==> config.mk <==
export PLATFORM = sky130hd
export DESIGN_NAME = par_serial_tx_flat
export DESIGN_NICKNAME = d
export VERILOG_FILES = /design/src/rtl/pcie_phy_pkg.sv /design/src/rtl/par_serial_tx_if.sv /design/src/rtl/piso_shift8.sv /design/src/rtl/par_serial_tx.sv /design/src/flat_wrapper.sv
export SDC_FILE = /design/constraint.sdc
export NUM_CORES = 1
export LEC_CHECK = 0
export ABC_AREA = 0
export CORE_MARGIN = 2
export CORE_UTILIZATION = 46
export CTS_BUF_LIST = sky130_fd_sc_hd__clkbuf_8
export DETAILED_ROUTE_END_ITERATION = 10
export PLACE_DENSITY = 0.75
export SYNTH_ARGS = -nofsm -noshare
export SYNTH_HDL_FRONTEND = slang
export SYNTH_SLANG_ARGS = --single-unit
==> constraint.sdc <==
create_clock -name clk_32f -period 1.1 [get_ports clk_32f]
set_input_delay 0.165 -clock clk_32f [delete_from_list [all_inputs] [get_ports clk_32f]]
set_output_delay 0.165 -clock clk_32f [all_outputs]
set_load 0.03 [all_outputs]
Figure 1. Sequential cells grouped by signal name (run 1).
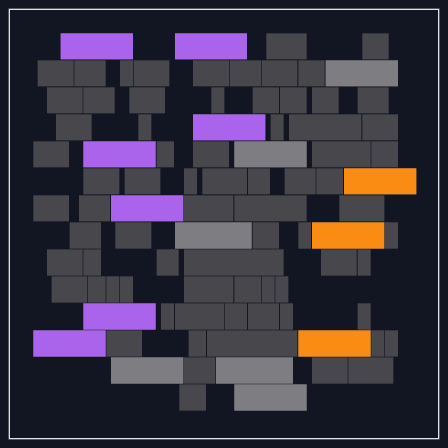
`u_core.r_sync_cnt` -> orange  # sequential cells 3
`u_core.u_piso.r_shift` -> purple  # sequential cells 7
not coloured = 6
Reg area: 322.8 um^2
Finished Core Util: 67.18%
Flop+latch power: 0.000682 W
register share of the cell area: 32.66%

Figure 2. Wire density map (run 1).
The die is cut into 9 by 9 equal tiles; dark blue is low, red is high, scaled to the fullest tile. Values are wire area over tile area, all layers added.
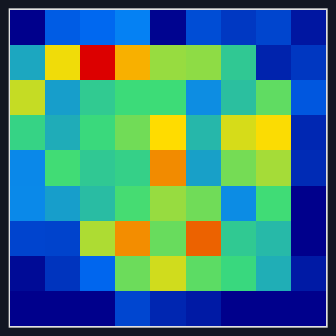
mean over tiles = 0.098
tiles over half the peak = 33%
nearly empty tiles = 12%
emptiest ninth of the die = bottom left
DR vias: 517
GRT Total Usage: 15.10%

Figure 3. Clock wires, drivers and flops (run 1).
Scale bar: 10 um.
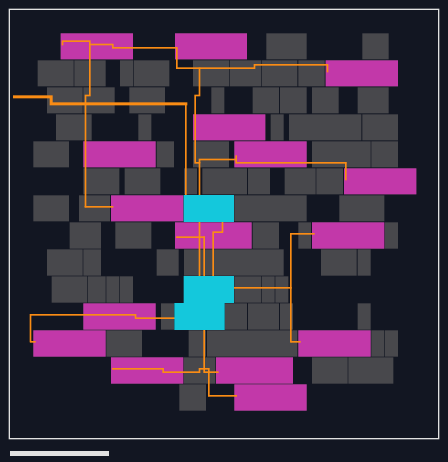
clock wires -> orange  # length 215 um
flip-flops -> magenta  # count 16
clock drivers -> cyan  # count 3
routed clock nets = 4
Clock group: 0.000433 W
clock share of power: 29.9%
clk latency late pin: 0.24 ns
clk_skew: 0.004337 ns

Figure 4. The clock network (run 1).
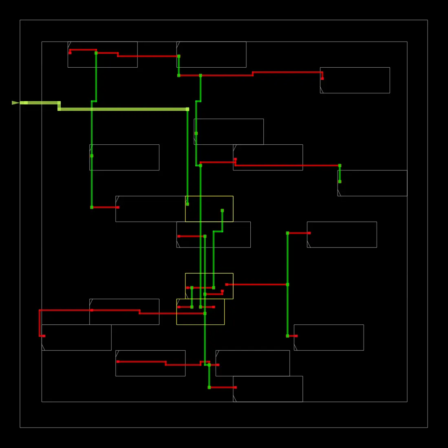
Sink Count: 16
clock buffers: 3
TritonCTS buffer count: 3
flip-flops: 16

==> out/results.ini, run 1 <==
[drt]
avgViaCountPerCell = 4.877
drtIter0Drc = 2
wire_per_inst_um = 11.19
ant_nets = 0
drc_errors = 0
dr.pass1.iters = 2
wirelength_um = 1186

[min_path]
min-delay-path-class = in -> reg
hold_path_depth = 3

[sta]
rsz0062_at_grt = yes
final.min_clock_period_ns = 1.234
hold_viol_final = 0
period_used_pct = 112.2
maxSlewHeadroom_pct = 76.80
drv_slew = 0
fmax_mhz = 810.4
worst_slew_pin_slew_ns = 0.3476
setup_viol = 8
finalWorstSetupSlack_ns = -0.1340

[yosys]
fp_nets = 84
ys_area_um2 = 703.2
top_area_cell = dfxtp_1
synth-seq-cells = 16
synth.distinct_cells = 18
synth_cells = 69
async_reset_ff_share_pct = 0
top_cell_area_share_pct = 45.55
ys_seq_share_pct = 45.55
ff_type = dfxtp_1
synthTopCellsByArea = dfxtp_1 (46%), mux2i_1 (14%), ha_1 (7.1%)
top_cells_by_count = dfxtp_1 (16), nand2_1 (11), mux2i_1 (10)
yosysWarningCount = 0
synth.avg_cell_area_um2 = 10.19
top_cell = dfxtp_1
synth_area_um2 = 703.2
yosys_cells = 69
synth-edff-count = 0

[floorplan]
die_w_um = 43.10
fp_util_pct = 47.79
io_pins = 14
coreArea_um2 = 1471
die_area_um2 = 1857
fp.dieH_um = 43.10
core.rowCount = 14

[setup_path]
cp_max_fo = 2
critical_path_class = reg -> out
endpoint_kind = output port
crit_path_start_kind = flop
crit_arrival_ns = 1.07
r2r_cells = 6
r2r_setup_slack_ns = -0.04
worstPathRequired_ns = 0.94

[pwr]
internal-power_w = 0.001083
p_per_area_nw_per_um2 = 1466
p_sw_share_pct = 25.28
leakage_nw = 0.4860
power_switching_w = 0.0003663
seqPwrFrac_pct = 47.1
p_comb_share_pct = 23.0
peakVddDrop_uv = 948.8

[placement]
io_buffers = 13
dp_hpwl_um = 867.2
place_congestion = 0.7005
dp_slack_ns = -0.2253
place_inst = 97

[final_layout]
largest_reg_flops = 7
n_antenna_cell = 0
syn2layout_area_growth_pct = 40.57
final_nets = 107
drive_gt1_share_pct = 27.78
stdcell_count = 106

[grt]
antenna_found_initial = 0
grt_pass1_wl_um = 2104
first_global_vias = 518
grt_overflow = 0
grt_max_degree = 12

[clocking]
root_buffer = clkbuf_8
path_clk_slew_ns = 0.06
cts.htree.levels = 1
clockBufferDepth = 2
cts_tree = done
holdBufCountCts = 0

[flow_run]
tool_warnings = 29
cap_viol_max_count = 0

[status]
violations = negative setup slack
status = complete, but fails checks

-- run 1: per-layer routing --
metal	wire, um	GRT usage, %	up-vias	part of all wire (%)
met3	41	3.830	0	3.5
met2	603	27.16	10	51
met4	0	5.455	0	0
li1	-	-	269	-
met1	541	16.80	238	46
met5	0	0	-	0
-- run 1: repair_timing --
action	CTS	global route
resized	11	0
pin swaps	1	1
endpoints found under the setup margin	7	14
setup buffers	6	0
gates cloned	1	0
-- run 1: area by class of cell --
| cell class | instances | area, um^2 |
|---|---|---|
| clock buffer | 3 | 41.29 |
| fill | 112 | 483.0 |
| inverter | 6 | 26.28 |
| multi-input combinational | 43 | 352.8 |
| sequential | 16 | 322.8 |
| tap | 16 | 20.02 |
| timing repair buffer | 22 | 225.2 |
-- run 1: metrics by stage --
step	total power (W)	hold slack (ns)	instance area (um^2)	setup TNS (ns)
after floorplan	0.0008731	0.3067	723.2	0
after global placement	0.0009575	0.4383	869.6	-2.486
after detailed placement	0.0009745	0.4504	869.6	-2.936
after CTS	0.001467	0.4271	999.7	-1.259
after global routing	0.001528	0.4485	988.4	-1.003
final	0.001449	0.4219	988.4	-0.3485
-- run 1: kinds of logic (layout without fill, tap and decap cells) --
kind of cell / Yosys count / in the layout / synth area share, %
multiplexers: 10 / 10 / 14.24
flip-flops: 16 / 16 / 45.55
AND/OR/NAND/NOR: 25 / 25 / 22.60
buffers and inverters: 10 / 31 / 7.116
adder cells (fa/ha/maj): 4 / 4 / 7.118
AND-OR/OR-AND: 3 / 3 / 2.135
XOR/XNOR: 1 / 1 / 1.246
-- run 1: power by group through the flow --
stage	combinational [W]	sequential (W)	clock [W]
detailed placement	0.000281	0.000694	0
global placement	0.000266	0.000692	0
floorplan	0.000172	0.000701	0
CTS	0.000348	0.000682	0.000437
finish	0.000334	0.000682	0.000433
global route	0.000366	0.000688	0.000474
-- run 1: layout by cell type (no fill, tap or decap), types with 2 or more instances in the layout --
cell type | synthesis | routed
dfxtp_1 | 16 | 14
nand2_1 | 11 | 11
mux2i_1 | 10 | 10
clkdlybuf4s50_1 | 0 | 9
buf_4 | 1 | 9
and3b_1 | 5 | 5
inv_1 | 6 | 3
nand3_1 | 3 | 3
ha_1 | 4 | 3
clkbuf_8 | 0 | 3
inv_2 | 0 | 2
and2_1 | 2 | 2
o21ai_2 | 0 | 2
dfxtp_2 | 0 | 2
-- run 1: critical path: stages (launching register included) --
cell and delay [ns]:
dfxtp_2 0.33, inv_2 0.04, ha_4 0.16, nand3b_4 0.08, clkinvlp_4 0.08, buf_6 0.13
Figure 5. Placed cells, one colour a class (run 1).
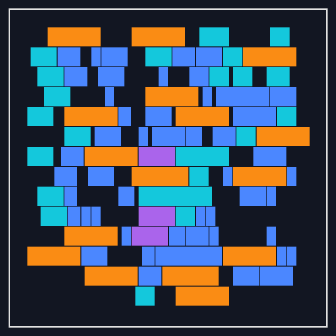

==> run 2, diff against run 1 <==
- CORE_AREA: default -> 2 2 39 41
- CORE_MARGIN: 2 -> default
- CORE_UTILIZATION: 46 -> default
- DIE_AREA: default -> 0 0 41 43
- PLACE_DENSITY: 0.75 -> 0.81
- clock period: 1.1 -> 1.5 ns (I/O delays scaled with it)
Figure 6. Placed cells, one colour a class (run 2).
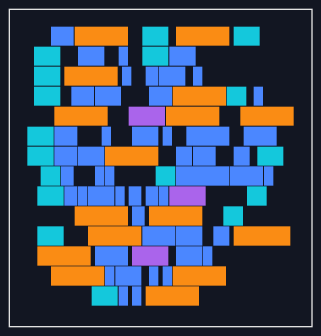
clock drivers -> purple  # cells 3
combinational and other logic -> blue  # cells 49
flops -> orange  # cells 16
other buffers and delay cells -> cyan  # cells 17
Finished Core Util: 64.74%
register share of the cell area: 35.89%

==> run 2 against run 1 <==
The run now ends clean. Total power fell by 31%. Utilization fell by 2.4 points. Largest cell class unchanged. Via count fell by 3.5%. Clock power fell by 29%. Clock skew fell by 0.0026 ns. Final cell count fell by 4.7%. Synthesized cell count did not move. Flip-flop count did not move. Wire length fell by 5.6%. Largest power group unchanged. Die area fell by 5.1%.
==> out/results.ini, run 2 <==
[status]
status = complete, no violations  ; was complete, but fails checks

[yosys]
ys_sh_simple_pct = 22.60  ; unchanged
top_cells_by_count = dfxtp_1 (16), nand2_1 (11), mux2i_1 (10)  ; unchanged
synth_adder_area_share_pct = 7.117  ; unchanged
ys_sh_xor_pct = 1.246  ; unchanged
synth-seq-cells = 16  ; unchanged
top_cell_area_share_pct = 45.55  ; unchanged
ff_type = dfxtp_1  ; unchanged
synthTopCellsByArea = dfxtp_1 (46%), mux2i_1 (14%), ha_1 (7.1%)  ; unchanged
topCombFamilyByArea = simple AND/OR/NAND/NOR gates  ; unchanged
ys_sh_aoi_pct = 2.135  ; unchanged
yosys_cells = 69  ; unchanged
top_cell = dfxtp_1  ; unchanged
ys_area_um2 = 703.2  ; unchanged
synth.avg_cell_area_um2 = 10.19  ; unchanged
fp_nets = 84  ; unchanged
top_area_cell = dfxtp_1  ; unchanged
synth_area_um2 = 703.2  ; unchanged

[setup_path]
cp_max_fo = 2  ; unchanged
cp_cell_sequence = clkdlybuf4s50_1  ; was inv_2, ha_4, nand3b_4, clkinvlp_4, buf_6
crit_path_max_incr_delay_ns = 0.67  ; was 0.33 ns
r2r_cells = 5  ; was 6
critical_path_class = reg -> out  ; unchanged
crit_path_start_kind = flop  ; unchanged
cp.depth = 1  ; was 5
r2r_setup_slack_ns = 0.32  ; was -0.04 ns
worst_path_max_delay_cell = clkdlybuf4s50_1  ; was dfxtp_2
path_delay_family = buffers and inverters  ; was flip-flops
worstPathRequired_ns = 1.27  ; was 0.94 ns
endpoint_kind = output port  ; unchanged

[final_layout]
mostFrequentLayoutCells = dfxtp_1 (15), clkdlybuf4s50_1 (12), nand2_1 (11), mux2i_1 (10), inv_1 (6)  ; was dfxtp_1 (14), nand2_1 (11), mux2i_1 (10), clkdlybuf4s50_1 (9), buf_4 (9)
n_antenna_cell = 0  ; unchanged
logic_area_um2 = 332.8  ; was 352.8 um^2
largest_reg_flops = 7  ; unchanged
lay_top_count = dfxtp_1  ; unchanged
flop_area_um2 = 321.6  ; was 322.8 um^2
drive_gt1_share_pct = 12.94  ; was 27.78%
fillers = 121  ; was 112
final_nets = 102  ; was 107
syn2layout_area_growth_pct = 27.40  ; was 40.57%

[min_path]
min-delay-path-class = reg -> reg  ; was in -> reg
hold_path_depth = 1  ; was 3

[flow_run]
cap_viol_max_count = 0  ; unchanged
tool_warnings = 27  ; was 29

[pwr]
internal-power_w = 0.0007541  ; was 0.001083 W
p_sw_share_pct = 24.35  ; was 25.28%
p_comb_share_pct = 19.0  ; was 23.0%
power_switching_w = 0.0002427  ; was 0.0003663 W
p_per_area_nw_per_um2 = 1113  ; was 1466 nW/um^2
pwr-share-clk_pct = 30.8  ; was 29.9%
peakVddDrop_uv = 704.5  ; was 948.8 uV

[sta]
hold_viol_final = 0  ; unchanged
maxSlewHeadroom_pct = 78.45  ; was 76.80%
period_used_pct = 98.06
worst_slew_pin_slew_ns = 0.3228  ; was 0.3476 ns
final.min_clock_period_ns = 1.471
fmax_mhz = 679.8
finalWorstSetupSlack_ns = 0.02906  ; was -0.1340 ns
rsz0062_at_grt = no  ; was yes

[grt]
grt_max_degree = 12  ; unchanged
first_global_vias = 459  ; was 518
gr-usage-all-layers_pct = 16.63  ; was 15.10%
grt_overflow = 0  ; unchanged
grt_pass1_wl_um = 1925  ; was 2104 um

[clocking]
cts-resized-gates = 0  ; was 11
cts_tree = done  ; unchanged
holdBufCountCts = 0  ; unchanged
cts.htree.levels = 1  ; unchanged
root_buffer = clkbuf_8  ; unchanged
cts_sinks = 16  ; unchanged
clockBufferDepth = 2  ; unchanged

[placement]
place_congestion = 0.7629  ; was 0.7005
dp_slack_ns = 0.1074  ; was -0.2253 ns
io_buffers = 13  ; unchanged
dp_hpwl_um = 842.4  ; was 867.2 um

[floorplan]
core.rowCount = 14  ; unchanged
die_area_um2 = 1763  ; was 1857 um^2
coreArea_um2 = 1384  ; was 1471 um^2
fp.dieH_um = 43  ; was 43.10 um
die_w_um = 41  ; was 43.10 um
io_pins = 14  ; unchanged
fp_util_pct = 50.81  ; was 47.79%

[drt]
wirelength_um = 1120  ; was 1186 um
drtIter0Drc = 5  ; was 2
ant_nets = 0  ; unchanged
num_vias = 499  ; was 517
avgViaCountPerCell = 4.941  ; was 4.877
drc_errors = 0  ; unchanged
dr.pass1.iters = 4  ; was 2

-- run 2: power groups by stage --
stage,combinational [W],clock [W],sequential (W)
6_report,0.000190,0.000307,0.000500
3_5_place_dp,0.000190,0,0.000509
4_1_cts,0.000192,0.000312,0.000500
5_1_grt,0.000209,0.000337,0.000507
2_1_floorplan,0.000115,0,0.000514
3_3_place_gp,0.000183,0,0.000506
-- run 2: cell type report --
| cell class | count | share of cell area (%) |
|---|---|---|
| Clock buffer | 3 | 4.609 |
| Inverter | 6 | 2.514 |
| Multi-Input combinational cell | 43 | 37.15 |
| Sequential cell | 16 | 35.89 |
| Tap cell | 16 | 2.235 |
| Timing Repair Buffer | 17 | 17.60 |
-- run 2: kinds of logic (layout without fill, tap and decap cells) --
group | Yosys count | count (layout)
AND/OR/NAND/NOR | 25 | 25
flip-flops | 16 | 16
multiplexers | 10 | 10
buffers and inverters | 10 | 26
adder cells (fa/ha/maj) | 4 | 4
AND-OR/OR-AND | 3 | 3
XOR/XNOR | 1 | 1
-- run 2: metrics by stage --
stage | area [um^2] | utilization, % | std cells | power (W) | hold slack [ns]
3_5_place_dp | 853.3 | 61.66 | 98 | 0.0006983 | 0.4491
4_1_cts | 894.6 | 64.65 | 101 | 0.001004 | 0.4577
2_1_floorplan | 703.2 | - | 69 | 0.0006290 | 0.3667
3_3_place_gp | 853.3 | 61.66 | 98 | 0.0006889 | 0.4382
5_1_grt | 895.9 | 64.74 | 101 | 0.001053 | 0.4337
6_report | 895.9 | 64.74 | 101 | 0.0009968 | 0.4165
-- run 2: layer usage --
metal / vias to the layer above / global-route usage (%) / wire [um]
met5: - / 0 / 0
li1: 256 / - / -
met3: 2 / 6.283 / 47
met1: 231 / 22.26 / 537
met2: 10 / 21.88 / 523
met4: 0 / 10.00 / 12
Power figures rest on the tool's default switching activity, not on a simulated workload.
